==> config.mk <==
export PLATFORM = sky130hd
export DESIGN_NAME = xnor_bist_ctrl
export DESIGN_NICKNAME = d
export VERILOG_FILES = /design/src/rtl/xnor_bist_ctrl.sv
export SDC_FILE = /design/constraint.sdc
export NUM_CORES = 1
export LEC_CHECK = 0
export CORE_MARGIN = 2
export CORE_UTILIZATION = 57
export DETAILED_ROUTE_END_ITERATION = 8
export PLACE_DENSITY = 0.93
export REMOVE_ABC_BUFFERS = 1
export SLEW_MARGIN = 10
export SYNTH_ARGS = -nofsm -noshare
export SYNTH_HDL_FRONTEND = slang
export SYNTH_SLANG_ARGS = --single-unit
==> constraint.sdc <==
create_clock -name clk -period 3.13 [get_ports clk]
set_clock_uncertainty 0.15 [all_clocks]
set_input_delay 0.626 -clock clk [delete_from_list [all_inputs] [get_ports clk]]
set_output_delay 0.626 -clock clk [all_outputs]
set_load 0.02 [all_outputs]
==> images/class_map.png <==
(10 px per µm)
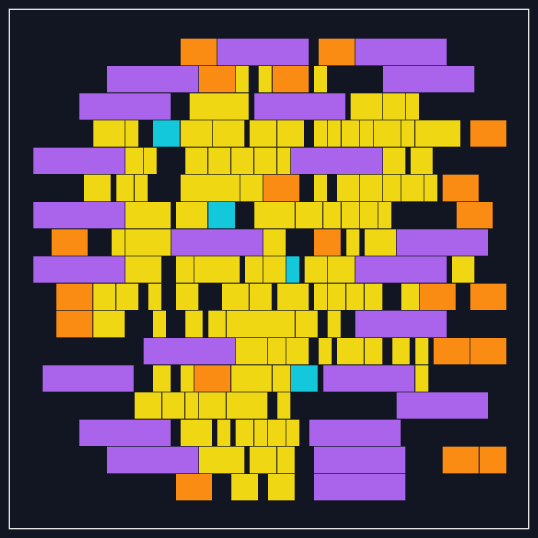
class	color	cells
clock drivers and dummy loads	cyan	4
remaining buffers and delay cells	orange	20
remaining logic cells	yellow	110
sequential cells	purple	23
fin util: 70.3%
cell area after layout: 0.00154 mm²
num rows: 17

==> images/m3.png <==
(6 px per µm)
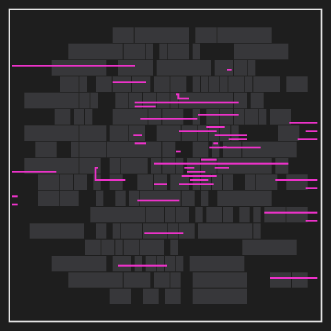
longest straight run	22.1 µm
nets with wire on the layer	33
via count: 1,172
met3 usage in global routing: 4.60%
total wire length: 2910 µm

==> images/ff_map.png <==
(8 px per µm) Other sequential cells in the stronger gray, the rest of the logic in the fainter gray.
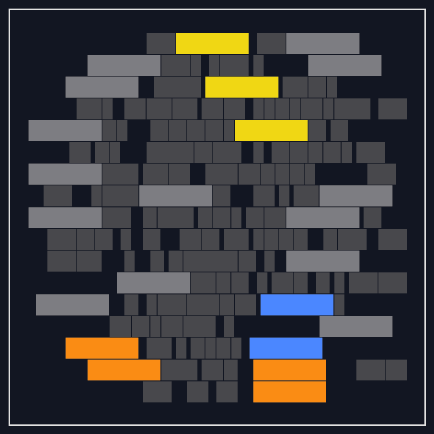
signal	color	placed flops
`cnt_q`	orange	4
`fail_vec`	yellow	3
`state_q`	blue	2
not colored	14
FF/Latch Area: 576 µm²
P_seq: 464 µW
flop share of the area: 37.4%

==> images/sizing.png <==
(8 px per µm)
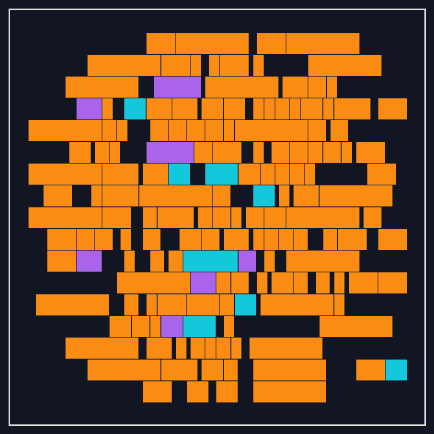
size	color	cells
x1 and smaller	orange	142
x3 and x4	cyan	8
x2	purple	7
area grow syn2layout: 18.3%
final worst slack: 0.782 ns

==> images/placed.png <==
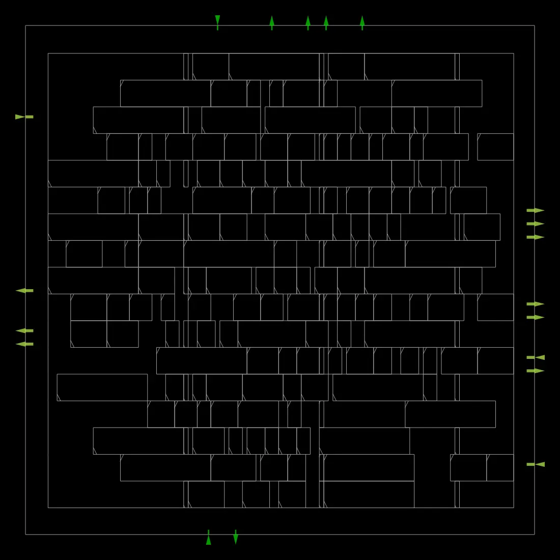
final cell count without fillers: 185
Fill cells: 152
Tapcells: 28
num sequential: 23

==> run notes <==
impl run done, here's what came out: outcome finished clean, Synth Seq Share roughly 44%, ys cells around 140, Worst-path clk slew ~0.12 ns, clock sinks 23, CTS Buffer Depth 2, crit path DAT 2.41 ns, initial DRC count 46, residual DRC count 0, IO Port Bufs 18, setup_tns 0 ns, critical path launch point type flip-flop, Horiz. Die Dim 51.8 µm, Min Clock Period, post-route between 2 and 2.5 ns, core area between 0.002 and 0.0025 mm², Post-synth EDFFs 0, crit-path max FO 10, final hold viol count 0, Dominant flop cell dfrtp_1, RSZ-0062 raised after global routing false, max cap viols 0, Least-Margin Pin Slew between 0.5 and 0.6 ns, CTS tree yes, cts hold-fix bufs 0, M1 wire length around 1200 µm, tool warning count 26, initial antenna violation count 0, hold crit path type reg -> reg, Yosys Chip Area about 0.0013 mm², top sig layer met4, CP Capture Type flip-flop, Worst Hold Depth 2, WS Path Type reg -> reg, gr ovfl total 0, CTS H-tree lvls 1, Netlist Area Pre-Place 0.00130 mm², diode count 0, syn_area_per_cell 9.51 µm², routability-driven placement congestion ratio around 0.86, Final period util 75.0%, # IOs 19, largest net degree at the start of global routing 24, hpwl dp 2170 µm, Cell Type Count 40, Mapped Cells 137, slowest stage delay, CP 0.48 ns, post-CTS resize count 0, number of global-route vias before repair 1,084, Wirelength per Cell 15.7 µm, Clock Latency Late Sink ~0.32 ns, Final #Nets 168, Max Freq around 430 MHz, vias per cell around 6.3, Clock Tree Root clkbuf_4, Die Size roughly 0.0027 mm², Pre-Repair DR Iteration Count 4, met3 wire len about 210 µm, Setup Viol. Count Final 0, Power Density 801 mW/mm², Final Max Slew Viols 0, antenna viol nets, final 0, TritonCTS Buffers 3, Die H approximately 52 µm, worst rel slew slack between 60% and 70%, flops & latches, synth 23, fp util about 59%, CP required between 3 and 4 ns, Synth async-reset ratio 100%, GRT Total Usage between 20% and 30%, Worst VDD drop 0.624 mV, first-pass GRT wire length 4940 µm, share of layout cells above drive strength 1 9.55%, R2R cell count 7, Slowest cell on crit path nor3b_1, Setup Buffers After CTS 0
## metrics by stage
step	setup slack (ns)	hold WS, ns	cell area [µm²]	total power, mW	std cells
finish	0.782	0.365	1540	1.23	185
global route	0.658	0.409	1540	1.32	185
CTS	0.801	0.369	1540	1.23	185
detailed placement	0.616	0.344	1510	1.09	181
global placement	0.737	0.323	1510	1.06	181
floorplan	0.785	0.180	1280	0.862	133
## cells in the mapped netlist (all sizes together), types with 2 or more instances
cell type  count  area (µm²)
a21oi          2        13.8
nand4          5        31.3
buf            3        15.0
ha             5        62.6
nor2           2        7.51
inv           11        41.3
nor2b          2        12.5
dfrtp         23         576
xnor2          2        17.5
o21ai         14        70.1
nor3           3        15.0
a31o           2        17.5
o211ai         5        37.5
or3            3        25.0
nand3          5        25.0
nand2         17        63.8
a21o           2        15.0
nor4           5        31.3
a31oi          4        25.0
and3           3        18.8
a311oi         2        17.5
xor2           2        32.5
nor3b          2        26.3
## final cells by class
cell class,instances,area [µm²]
multi-input combinational,99,667
clock buffer,4,26.3
sequential,23,576
fill,152,651
tap,28,35.0
timing repair buffer,20,195
inverter,11,41.3
## cells by family after synthesis
logic type	synth area share (%)
compound gates	18.3
simple gates	24.3
buf+inv	4.61
xor+xnor	3.84
flops	44.2
fa+ha+maj	4.80
## metal layers
layer  vias to the layer above  GRT usage [%]
met5                         -              0
met4                         0           10.1
met3                        11           4.60
met2                        65           41.2
met1                       548           32.4
li1                        548              -
## where the power goes
part / switching [mW] / internal [mW]
logic: 0.361 / 0.269
clock network: 0.0907 / 0.0500
registers: 0.0905 / 0.373
total: 0.542 / 0.692
## cell usage in the layout, fill, tap and decap left out, types with 2 or more instances in the layout
master and count:
o21ai_0 14, dfrtp_1 23, inv_1 11, a31o_2 2
and3_1 3, nand4_1 5, clkbuf_4 3, xnor2_1 2
nor3_1 3, clkdlybuf4s50_1 18, nor2_1 2, nor4_1 5
ha_1 5, buf_4 2, nor2b_1 2, a31oi_1 4
a311oi_1 2, o211ai_1 5, a21o_1 2, xor2_2 2
nand3_1 5, nand2_1 17
## worst max-delay path, delay by kind of cell (launching register included)
| family | cells | cell delay [ns] |
|---|---|---|
| DFF | 1 | 0.42 |
| buffers and inverters | 2 | 0.39 |
| AOI/OAI and AO/OA | 2 | 0.37 |
| and+or+nand+nor | 2 | 0.73 |
| adders and majority gates | 1 | 0.19 |
Power is estimated from default activity; no workload was simulated.
